==> config.mk <==
export PLATFORM = sky130hd
export DESIGN_NAME = debounce_sync
export DESIGN_NICKNAME = d
export VERILOG_FILES = /design/src/rtl/debounce_pkg.sv /design/src/rtl/sync_chain.sv /design/src/rtl/debounce_sync.sv
export SDC_FILE = /design/constraint.sdc
export NUM_CORES = 1
export LEC_CHECK = 0
export CORE_AREA = 2 2 39 41
export CTS_CLUSTER_SIZE = 28
export DETAILED_ROUTE_END_ITERATION = 12
export DIE_AREA = 0 0 41 43
export REMOVE_ABC_BUFFERS = 1
export SETUP_SLACK_MARGIN = 0.15
export SYNTH_ARGS = -nofsm -noshare
export SYNTH_HDL_FRONTEND = slang
export SYNTH_HIERARCHICAL = 1
export SYNTH_SLANG_ARGS = --single-unit
export TNS_END_PERCENT = 20
==> constraint.sdc <==
create_clock -name clk -period 1.25 [get_ports clk]
set_input_delay 0.125 -clock clk [delete_from_list [all_inputs] [get_ports clk]]
set_output_delay 0.125 -clock clk [all_outputs]
set_load 0.005 [all_outputs]
run_1/gates.png
(8 px per µm)
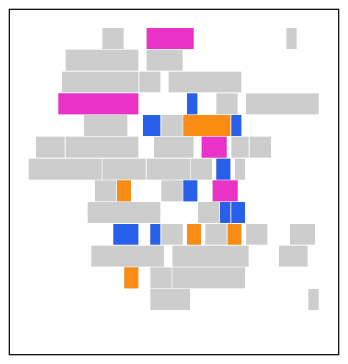
legend:
  orange:
    family: aoi and oai cells
    cells: 5
    most_used: o21ai_1
  magenta:
    family: xor and xnor cells
    cells: 4
    most_used: xor2_1
  blue:
    family: nand cells
    cells: 9
    most_used: nand2_1
    where: centre
non-filler instance count after layout: 70
Comb/total area: 36.3%

run_1/layers.png
(6 px per µm) Only two layers are drawn.
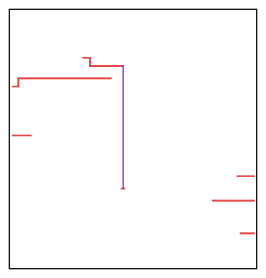
legend:
  purple:
    layer: M4
    wire_length: 20.4 µm
  red:
    layer: M3
    wire_length: 40.6 µm
final WL: 802 µm
GRT Total Usage: 11.6%

run_1/clock_wires.png
(12 px per µm)
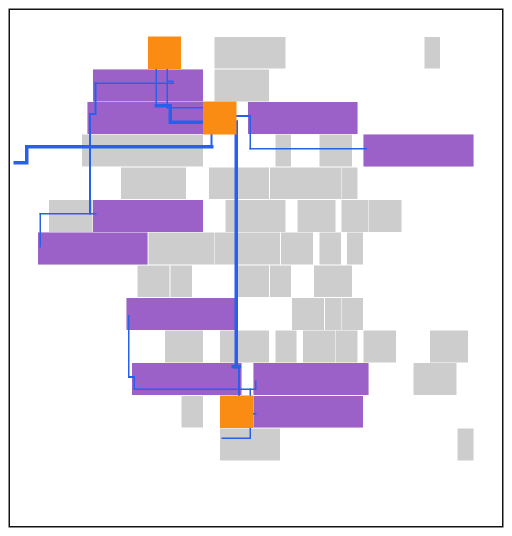
legend:
  purple:
    item: flip-flops
    count: 10
  blue:
    item: clock wires
    length: 133 µm
  orange:
    item: clock-net drivers
    count: 3
routed clock nets: 4
Clk. pwr: 0.000290 W
clock latency on the worst-skew pair: 270 ps
Max Clock Skew: 5.67 ps

==> results_slide.txt, run 1 <==
Implementation Results

Clock network
  • Max clock buf depth: 2
  • CTS Buf Count: 3

Finish
  • Inverters: 0
  • Sequential Area: 253 µm²
  • # nets final: 59
  • NonClk Buf Share: 15.7%
  • Comb_multi_in: 28
  • Flop count: 10
  • # clk buffers: 4
  • Dominant class by area: flip-flops and latches
  • Layout cells sized above 1: 40.7%
  • MI comb area: 234 µm²
  • FILL cells: 130

Routing
  • Vias: 326
  • Vias per cell: 4.66
  • 1st-iter DRT viols: 8

Die
  • I/O pin count: 7
  • # Taps: 16
  • Fp_density: 34.4%
  • Die W: 41 µm

Power
  • Sequential share of power: 48.1%
  • PD cells: 1140 nW/µm²
  • Power Combinational: 0.0000904 W
  • Internal power: 0.000566 W

STA
  • Slew Limit Fails: 0

Synthesis
  • Synth Area in Simple Gates: 14.5%
  • Synthesized registers: 10
  • Synth Cell Area: 475 µm²
  • Post-synth top cells: 10 x dfrtp_1, 4 x nand2_1, 3 x nand3_1, 3 x o21ai_0
  • Dominant cell by count in the synthesized netlist: dfrtp_1
  • Biggest area cells: dfrtp_1 53%, mux2_2 4.7%, xor2_1 3.7%, o32ai_2 3.4%, xor2_2 3.4%
  • Synth area leader: dfrtp_1

Global route
  • Largest net degree at the start of global routing: 11

Status
  • Status: complete, no violations

Flow run
  • OpenROAD warning count: 27

Critical path
  • Crit path max-delay cell type: dfrtp_1
  • Critical path arrival: 1400 ps
  • Crit path required time: 1410 ps
## Run 2: what changed since run 1
clock period = 1.4 ns   (was 1.25 ns; I/O delays follow)
run_2/sizing.png
(8 px per µm)
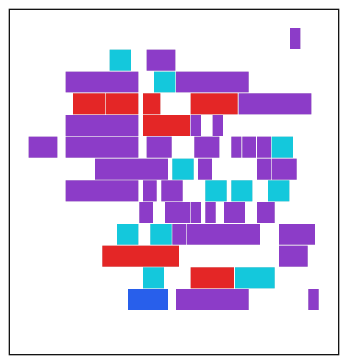
legend:
  purple:
    size: x1 and smaller
    cells: 34
    share: 64%
    most_used: dfrtp_1
  red:
    size: x2
    cells: 7
    share: 13%
    most_used: mux2_2
  cyan:
    size: x3 and x4
    cells: 11
    share: 21%
    most_used: buf_4
  blue:
    size: x6 and larger
    cells: 1
    share: 1.9%
    most_used: clkbuf_8
worst setup margin: 124 ps
bufs w/o clock: 11
Finished Cell Area: 611 µm²

==> results_slide.txt, run 2 <==
Implementation Results

Status
  • Status: complete, no violations

Power
  • Internal power: 0.000504 W (-11%)
  • Power Combinational: 0.0000791 W (-13%)
  • Clk. pwr: 0.000261 W (-10%)
  • Sequential share of power: 48.0% (about the same)
  • Flop+latch power: 0.000314 W
  • Total Power: 0.000654 W
  • PD cells: 1070 nW/µm² (-5.8%)
  • Switching power: 0.000150 W

Finish
  • Most instantiated logic cell after routing: dfrtp_1
  • Layout cells sized above 1: 35.8% (-4.9 points)
  • Sequential Area: 251 µm² (-0.49%)
  • Comb_multi_in: 28 (unchanged)
  • FILL cells: 140 (+7.7%)
  • Layout area overhead: 28.4%
  • Comb/total area: 34.0% (-2.3 points)
  • Flop count: 10 (unchanged)
  • Dominant class by area: flip-flops and latches
  • # nets final: 58 (-1.7%)
  • Fraction of area in registers: 41.2%
  • # clk buffers: 4 (unchanged)
  • Inverters: 0 (unchanged)
  • MI comb area: 208 µm² (-11%)
  • Diodes inserted: 0
  • NonClk Buf Share: 15.6% (-0.15 points)
  • Non-filler instance count after layout: 69 (-1.4%)

Synthesis
  • Sequential fraction of the synthesis area: 52.6%
  • Synthesized registers: 10 (unchanged)
  • Synth area leader: dfrtp_1
  • Dominant cell by count in the synthesized netlist: dfrtp_1
  • Dominant register cell: dfrtp_1
  • Yosys stat cell total: 41
  • XOR/XNOR share of the synthesized area: 8.95%
  • Synthesis Warnings: 6
  • Post-synth top cells: 10 x dfrtp_1, 4 x nand2_1, 3 x nand3_1, 3 x o21ai_0
  • Biggest area cells: dfrtp_1 53%, mux2_2 4.7%, xor2_1 3.7%, o32ai_2 3.4%, xor2_2 3.4%
  • Synth Area in Simple Gates: 14.5% (unchanged)
  • Synth Cell Area: 475 µm² (unchanged)

Global route
  • GRT Total Usage: 11.8% (+0.18 points)
  • Most Crowded Layer GR: met2
  • Initial antenna violation count: 0
  • Met3 Resource Use GR: 4.71%
  • Gr ovfl total: 0
  • Largest net degree at the start of global routing: 11 (unchanged)

Placed design
  • Post-DP HPWL: 498 µm

Routing
  • WL met3: 56 µm
  • Final WL: 824 µm (+2.7%)
  • Vias: 326 (unchanged)
  • Post-route ant nets: 0
  • Drt pass-1 iters: 4
  • Vias per cell: 4.72 (+1.4%)
  • 1st-iter DRT viols: 10 (+2)

Critical path
  • Critical path arrival: 1430 ps (+30 ps)
  • Critical path buffers and inverters: 0
  • Crit path launch type: register
  • Crit path max-delay cell type: dfrtp_1
  • Critical path's top delay family: flip-flops
  • Worst R2R Path Depth: 4
  • Flop2flop setup slack: 120 ps
  • Crit path required time: 1560 ps (+150 ps)

Die
  • I/O pin count: 7 (unchanged)
  • Fp_density: 34.4% (unchanged)
  • # Taps: 16 (unchanged)
  • Die W: 41 µm (unchanged)

Flow run
  • OpenROAD warning count: 27 (unchanged)

Clock network
  • Number of instances resized during post-cts repair: 2
  • Clock latency on the worst-skew pair: 270 ps (about the same)
  • CTS Buf Count: 3 (unchanged)
  • Max clock buf depth: 2 (unchanged)

STA
  • Slew Limit Fails: 0 (unchanged)
  • Max Clock Skew: 2.71 ps (-2.96 ps)
  • Crit path time final: 1280 ps
## Run 3: what changed since run 2
TNS_END_PERCENT = 50   (was 20)
run_3/clock_wires.png
(12 px per µm)
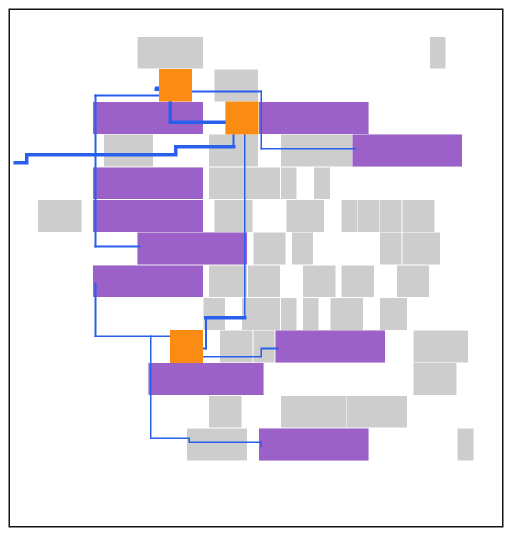
legend:
  orange:
    item: clock-net drivers
    count: 3
  blue:
    item: clock wires
    length: 137 µm
  purple:
    item: flip-flops
    count: 10
routed clock nets: 4
Clk. pwr: 0.000256 W
Clock Power Share: 39.2%
Max Clock Skew: 0.762 ps

==> results_slide.txt, run 3 <==
Implementation Results

Status
  • Status: complete, no violations

Finish
  • Fraction of area in registers: 40.4% (-0.83 points)
  • NonClk Buf Share: 15.3% (-0.31 points)
  • FILL cells: 138 (-1.4%)
  • Flop count: 10 (unchanged)
  • Layout cells sized above 1: 37.7% (+1.9 points)
  • MI comb area: 220 µm² (+6.0%)
  • Bufs w/o clock: 11 (unchanged)
  • # nets final: 58 (unchanged)

Die
  • I/O pin count: 7 (unchanged)
  • # Taps: 16 (unchanged)

Synthesis
  • Post-synth top cells: 10 x dfrtp_1, 4 x nand2_1, 3 x nand3_1, 3 x o21ai_0
  • Dominant register cell: dfrtp_1
  • Synthesized registers: 10 (unchanged)
  • Synth Area in Simple Gates: 14.5% (unchanged)
  • Synth area leader: dfrtp_1
  • Synth Cell Area: 475 µm² (unchanged)
  • Yosys stat cell total: 41 (unchanged)
  • Synthesis Warnings: 6 (unchanged)

Critical path
  • Crit path required time: 1550 ps (about the same)
  • Flop2flop setup slack: 120 ps (about the same)
  • Critical path arrival: 1430 ps (about the same)
  • Worst R2R Path Depth: 4 (unchanged)

Power
  • Internal power: 0.000505 W (+0.28%)
  • Total Power: 0.000654 W (about the same)
  • Sequential share of power: 48.1% (about the same)

Routing
  • Drt pass-1 iters: 4 (unchanged)
  • 1st-iter DRT viols: 6 (-4)

Global route
  • GRT Total Usage: 11.8% (unchanged)
  • Met3 Resource Use GR: 4.71% (unchanged)
  • Largest net degree at the start of global routing: 11 (unchanged)
  • Gr ovfl total: 0 (unchanged)

Clock network
  • CTS Buf Count: 3 (unchanged)

STA
  • Crit path time final: 1280 ps (+2.51 ps)

Flow run
  • OpenROAD warning count: 27 (unchanged)
Power figures rest on the tool's default switching activity, not on a simulated workload.
